Run 1, congestion heat map:
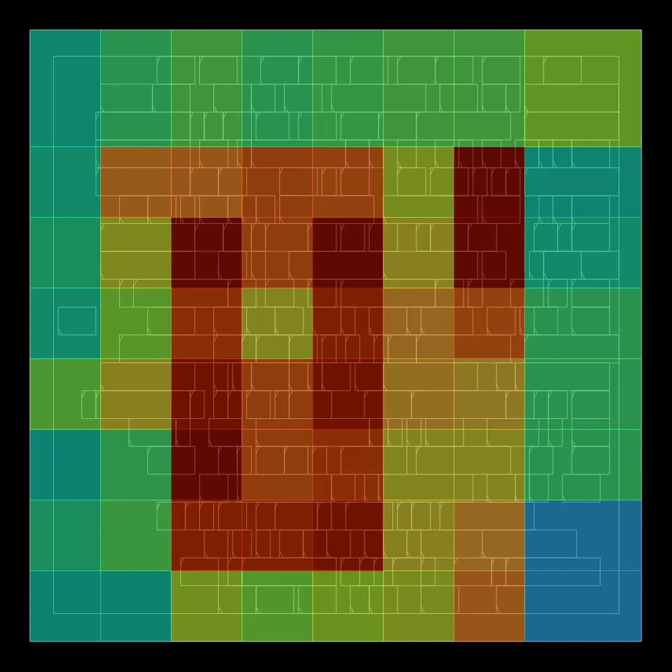
Run 1, signal wires by layer:
Drawn at 8 px/um. Two of the layers only.
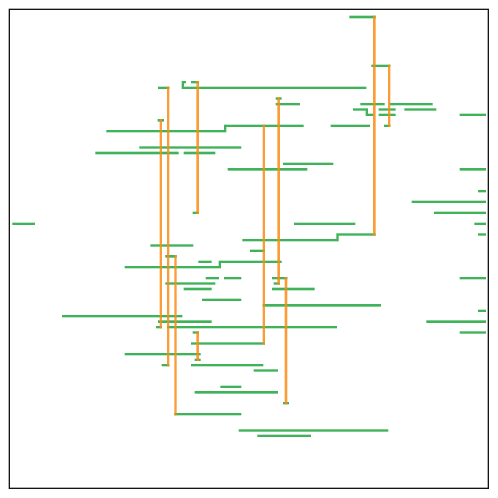
Run 1, M4 wires:
Drawn at 8 px/um. Supply wires on this layer in grey.
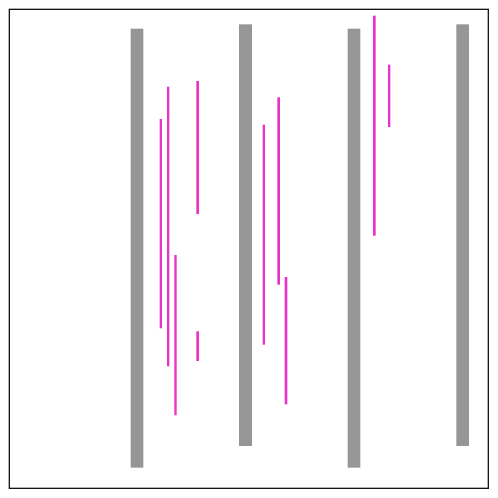
===== config.mk =====
export PLATFORM = sky130hd
export DESIGN_NAME = odd_even_req_issuer
export DESIGN_NICKNAME = d
export VERILOG_FILES = /design/src/rtl/odd_even_req_issuer.sv
export SDC_FILE = /design/constraint.sdc
export NUM_CORES = 1
export LEC_CHECK = 0
export CAP_MARGIN = 20
export CORE_MARGIN = 2
export CORE_UTILIZATION = 53
export DETAILED_ROUTE_END_ITERATION = 8
export PLACE_DENSITY = 0.92
export REMOVE_ABC_BUFFERS = 1
export SLEW_MARGIN = 20
export SYNTH_ARGS = -nofsm -noshare
export SYNTH_HDL_FRONTEND = slang
export SYNTH_SLANG_ARGS = --single-unit

===== constraint.sdc =====
create_clock -name clk -period 3.4 [get_ports clk]
set_clock_uncertainty 0.05 [all_clocks]
set_input_delay 1.02 -clock clk [delete_from_list [all_inputs] [get_ports clk]]
set_output_delay 1.02 -clock clk [all_outputs]
set_load 0.05 [all_outputs]

===== src/rtl/odd_even_req_issuer.sv =====
// odd_even_req_issuer: two-phase (even lanes, then odd lanes) request issuer with per-phase timeout
// Ports:
//   clk, rst                      clock, asynchronous active-high reset
//   in_valid/in_ready, in_mask    command handshake and lanes to request
//   req, ack                      registered per-lane requests, per-lane acknowledges
//   done_valid                    one-cycle completion pulse
//   done_acked, done_timeout      completion report, held until the next accept
//   spurious_ack                  sticky: an ack was seen on a lane whose req was low
module odd_even_req_issuer #(
    parameter int N       = 8,
    parameter int TIMEOUT = 16
) (
    input  logic         clk,
    input  logic         rst,
    input  logic         in_valid,
    output logic         in_ready,
    input  logic [N-1:0] in_mask,
    output logic [N-1:0] req,
    input  logic [N-1:0] ack,
    output logic         done_valid,
    output logic [N-1:0] done_acked,
    output logic         done_timeout,
    output logic         spurious_ack
);
    localparam int CW = $clog2(TIMEOUT);
    localparam logic [CW-1:0] LAST = CW'(TIMEOUT - 1);
    localparam logic [N-1:0] EV = {(N/2){2'b01}};
    typedef enum logic [1:0] {IDLE, EVEN, ODD, DONE} state_t;
    state_t state_q, state_d;
    logic [N-1:0] pend_q, pend_d, req_q, req_d, acked_q, acked_d, hit, pm, rem;
    logic [CW-1:0] cnt_q, cnt_d;
    logic tmo_q, tmo_d, spur_q;
    always_comb begin
        state_d = state_q;
        pend_d  = pend_q;
        acked_d = acked_q;
        tmo_d   = tmo_q;
        cnt_d   = cnt_q;
        rem     = '0;
        pm      = (state_q == EVEN) ? EV : ~EV;
        hit     = ack & req_q;
        case (state_q)
            IDLE: if (in_valid) begin
                pend_d  = in_mask;
                acked_d = '0;
                tmo_d   = 1'b0;
                cnt_d   = '0;
                state_d = |(in_mask & EV) ? EVEN : |(in_mask & ~EV) ? ODD : DONE;
            end
            EVEN, ODD: begin
                pend_d  = pend_q & ~hit;
                acked_d = acked_q | hit;
                rem     = pend_d & pm;
                cnt_d   = cnt_q + 1'b1;
                if (rem == '0) begin
                    cnt_d   = '0;
                    state_d = (state_q == EVEN && |(pend_d & ~EV)) ? ODD : DONE;
                end else if (cnt_q == LAST) begin
                    // deadline: acks on this edge already counted above, the rest are abandoned
                    tmo_d   = 1'b1;
                    pend_d  = '0;
                    state_d = DONE;
                end
            end
            default: state_d = IDLE;
        endcase
        // req is registered from the next phase, so the even->odd handover happens on one edge
        req_d = (state_d == EVEN) ? (pend_d & EV) : (state_d == ODD) ? (pend_d & ~EV) : '0;
    end
    always_ff @(posedge clk or posedge rst) begin
        if (rst) begin
            state_q <= IDLE;
            pend_q  <= '0;
            req_q   <= '0;
            acked_q <= '0;
            tmo_q   <= 1'b0;
            cnt_q   <= '0;
            spur_q  <= 1'b0;
        end else begin
            state_q <= state_d;
            pend_q  <= pend_d;
            req_q   <= req_d;
            acked_q <= acked_d;
            tmo_q   <= tmo_d;
            cnt_q   <= cnt_d;
            spur_q  <= spur_q | |(ack & ~req_q);
        end
    end
    assign in_ready     = (state_q == IDLE);
    assign req          = req_q;
    assign done_valid   = (state_q == DONE);
    assign done_acked   = acked_q;
    assign done_timeout = tmo_q;
    assign spurious_ack = spur_q;
endmodule

==> run summary, run 1 <==
flow finished, numbers: outcome complete, no violations, crit path DAT 2000 ps, crit path kind flip-flop to output port, die y size 59.7 um, Rows 20, sequential share of power 28.6%, fin crit period 3070 ps, Leading cell kind flip-flops and latches, ys cells 174, final wirelength 4550 um, Slowest cell on crit path clkdlybuf4s50_1, grt ovf 0, hpwl dp 3270 um, ao+oa area frac 28.5%, registers 32, final setup fails 0, final hold violations 0, chip area in the Yosys report 1640 um2, Synth area leader dfrtp_1, cell internal pwr 0.00107 W, Top cell excl fill/tap clkdlybuf4s50_1, CTS clock-pin slew for the worst setup and hold paths 100 ps, Clock net power 0.000325 W, Top Consumer combinational cells, Post-CTS Hold Buffers 0, first-pass GRT wire length 7310 um, MI comb area 772 um2, chip area 3560 um2, sequential power 0.000568 W, TAP cells 33, relative max-transition margin 46.1%, via count 1,639, CORE AREA 3000 um2, clock buffer depth 2, Comb power 0.00110 W, Startpoint Class flip-flop, H-tree levels 2, flop2flop setup slack 980 ps, initial antenna violation count 0, CTS tree yes, Worst Path Required 2330 ps
Back to the opening pictures, 'congestion heat map':
total track usage: 28.4%
fin util: 72.8%
grt met3 use: 6.28%

Back to the opening pictures, 'signal wires by layer':
[metal 4] orange | wire length: 201 um
[metal 3] green | wire length: 375 um

Back to the opening pictures, 'M4 wires':
longest straight run: 34.7 um
share of all routed wire: 4.4%
wire length on this layer: 201 um
main direction: vertical
nets with wire on the layer: 10

## run 1: per-stage QoR
step                cell area, um2  worst slack [ps]
finish                        2190               332
global placement              2090               233
global route                  2190               267
CTS                           2190               344
detailed placement            2090               185
floorplan                     1630               804
## run 1: synth_stat cells, types with 2 or more instances
cell type  count
mux2i_1        2
a21oi_1       11
a211oi_1       7
inv_1         16
o31ai_1        4
dfrtp_1       32
a21boi_1       2
nand3_1        4
o21ai_0        6
nor2_1        13
a21boi_0       5
clkbuf_1       3
nand2_1       25
ha_1           4
and2_1         2
a22oi_1        8
a31oi_1        9
## run 1: tightest hold or removal path, cell delays in order (launching register included)
cell,delay [ps]
dfrtp_1,350
a21oi_1,40
nand3_1,50
## run 1: routing by layer
metal	wire length, um	vias up
li1	-	739
met1	1790	771
met2	2180	106
met3	374	23
met4	200	0
met5	0	-
==> run 2, diff against run 1 <==
--- a/config.mk
+++ b/config.mk
@@ -7,9 +7,10 @@
 export LEC_CHECK = 0
 export CAP_MARGIN = 20
 export CORE_MARGIN = 2
-export CORE_UTILIZATION = 53
+export CORE_UTILIZATION = 55
 export DETAILED_ROUTE_END_ITERATION = 8
-export PLACE_DENSITY = 0.92
+export DONT_BUFFER_PORTS = 1
+export PLACE_DENSITY = 0.78
 export REMOVE_ABC_BUFFERS = 1
 export SLEW_MARGIN = 20
 export SYNTH_ARGS = -nofsm -noshare
Run 2, congestion heat map:
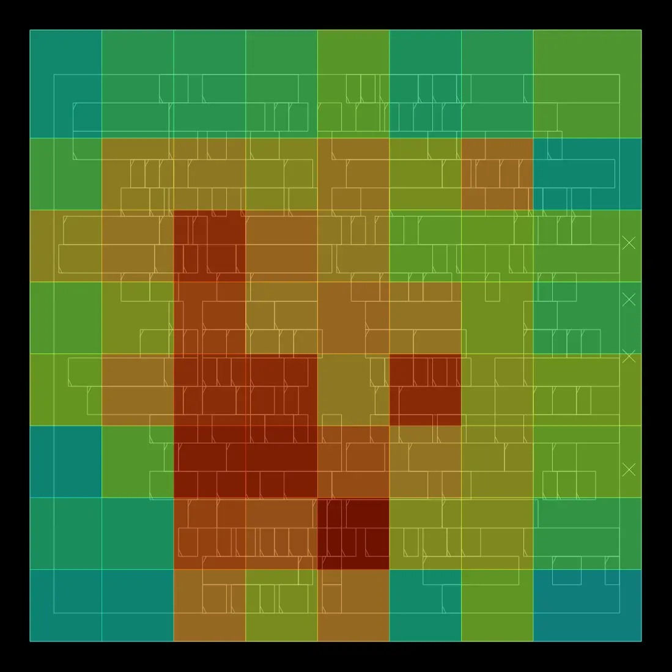
grt met1 use: 30.7%
fin util: 64.2%
GR peak layer: met2
met2 global-route usage: 42.5%
routed len/inst: 18.8 um

Run 2, M1 wires:
Drawn at 10 px/um. Supply wires on this layer in grey.
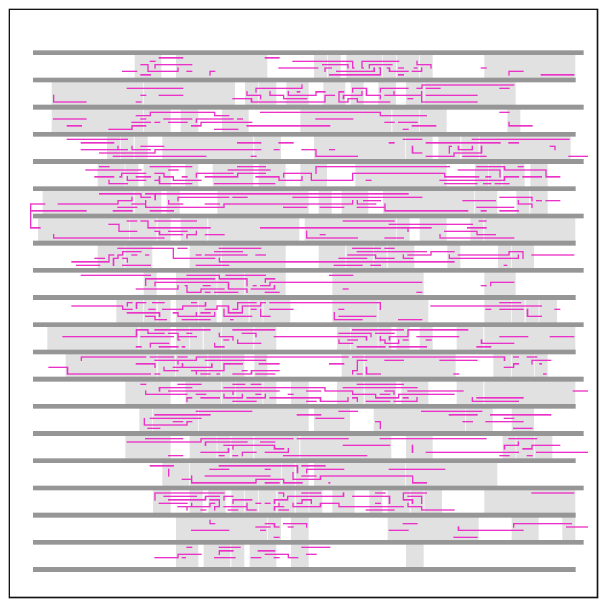
nets with wire on the layer: 197
share of all routed wire: 40%
longest straight run: 26.2 um
wire length on this layer: 1,620 um
main direction: horizontal

Run 2, signal wires by layer:
Drawn at 8 px/um. Two of the layers only.
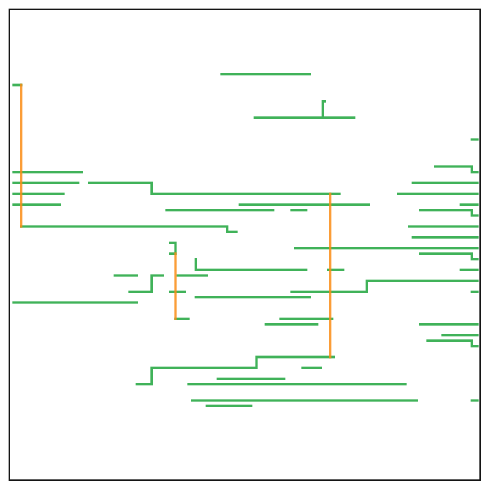
via count: 1,447
total track usage: 25.8%

==> run 2 against run 1 <==
Compared with the run above: the run now ends with design-rule violations left; clock-buffer cell count decreased by 1; combinational power decreased by 19%; worst setup slack improved by 450 ps; hold slack improved by 41 ps; synthesized cell count unchanged; global-route usage decreased by 2.6 points; cell area decreased by 18%; sequential power increased by 12%; die area decreased by 3.4%; register-to-register slack got worse by 190 ps; cell count decreased by 15%; critical path type is now flip-flop to flip-flop; largest cell class unchanged.
==> run summary, run 2 <==
flow finished, numbers: CTS clock-pin slew for the worst setup and hold paths 90 ps, cell internal pwr 0.000935 W, fin area 1800 um2, Hold Crit Class flip-flop to flip-flop, worst path cell trace inv_1, ha_1, nand2_1, buf_4, nor2_1, a22oi_1, a211oi_1, ao+oa area frac 28.5%, crit path DAT 2800 ps, initial antenna violation count 0, chip area in the Yosys report 1640 um2, fin crit period 2610 ps, fin nets 208, failing checks design-rule violations, flop2flop setup slack 790 ps, Worst Path Required 3590 ps, DRC 4, worst slew pin tran 767 ps, crit path kind flip-flop to flip-flop, area share of the largest cell type after synthesis 48.7%, grt ovf 0, Multiplexer share 1.22%, ys cells 174, achievable frequency 383 MHz, Post-CTS Hold Buffers 0, peak supply drop 0.704 mV, sequential power 0.000639 W, die y size 58.7 um, final wirelength 4080 um, worst setup margin 786 ps, first-pass GRT wire length 6560 um, outcome finished, violations left, Synth Flop Type dfrtp_1, grt met3 use 9.01%, Synth area leader dfrtp_1, H-tree levels 2, Rows 19, Top Layout Cells dfrtp_1, nand2_1, inv_1, nor2_1, a21oi_1, final setup fails 0, chip area 3440 um2, sequential share of power 35.2%, worst slack, placed 653 ps, synth cell count leaders dfrtp_1, nand2_1, inv_1, final hold violations 0, Clock net power 0.000286 W, most frequent cell after synthesis dfrtp_1, synth warn 0, hpwl dp 3030 um, WL met2 1970 um, clock buffer depth 2, CTS tree yes, post-place instance area 1720 um2, routed length on met3 452 um, relative max-transition margin 48.4%, Slowest cell on crit path ha_1, DR top layer met4, share of cells above drive strength 1 11.3%, Top cell excl fill/tap dfrtp_1, Top Consumer combinational cells, chip width 58.7 um, Startpoint Class flip-flop, Comb power 0.000889 W, DRT met1 WL 1620 um
[run 2: cell counts after synthesis]
No cell type changed its count.
[run 2: how the worst max path moves through the flow]
stage | start | cells after the start | to
after floorplan | in_mask[3] | 5 | req[6]
after global routing | state_q[1] | 7 | req[0]
after global placement | in_mask[3] | 5 | req[4]
after detailed placement | ack[7] | 5 | req[2]
after CTS | state_q[1] | 7 | req[2]
final | state_q[1] | 7 | req[2]
[run 2: final cells by class]
cell class,count,area (um2),share of cell area (%)
Inverter,16,60.1,3.34
Tap cell,31,38.8,2.15
Multi-Input combinational cell,123,772,42.9
Sequential cell,32,801,44.5
Clock buffer,6,41.3,2.29
Clock inverter,2,35.0,1.95
Timing Repair Buffer,7,52.6,2.92
Power and IR drop assume default switching activity.
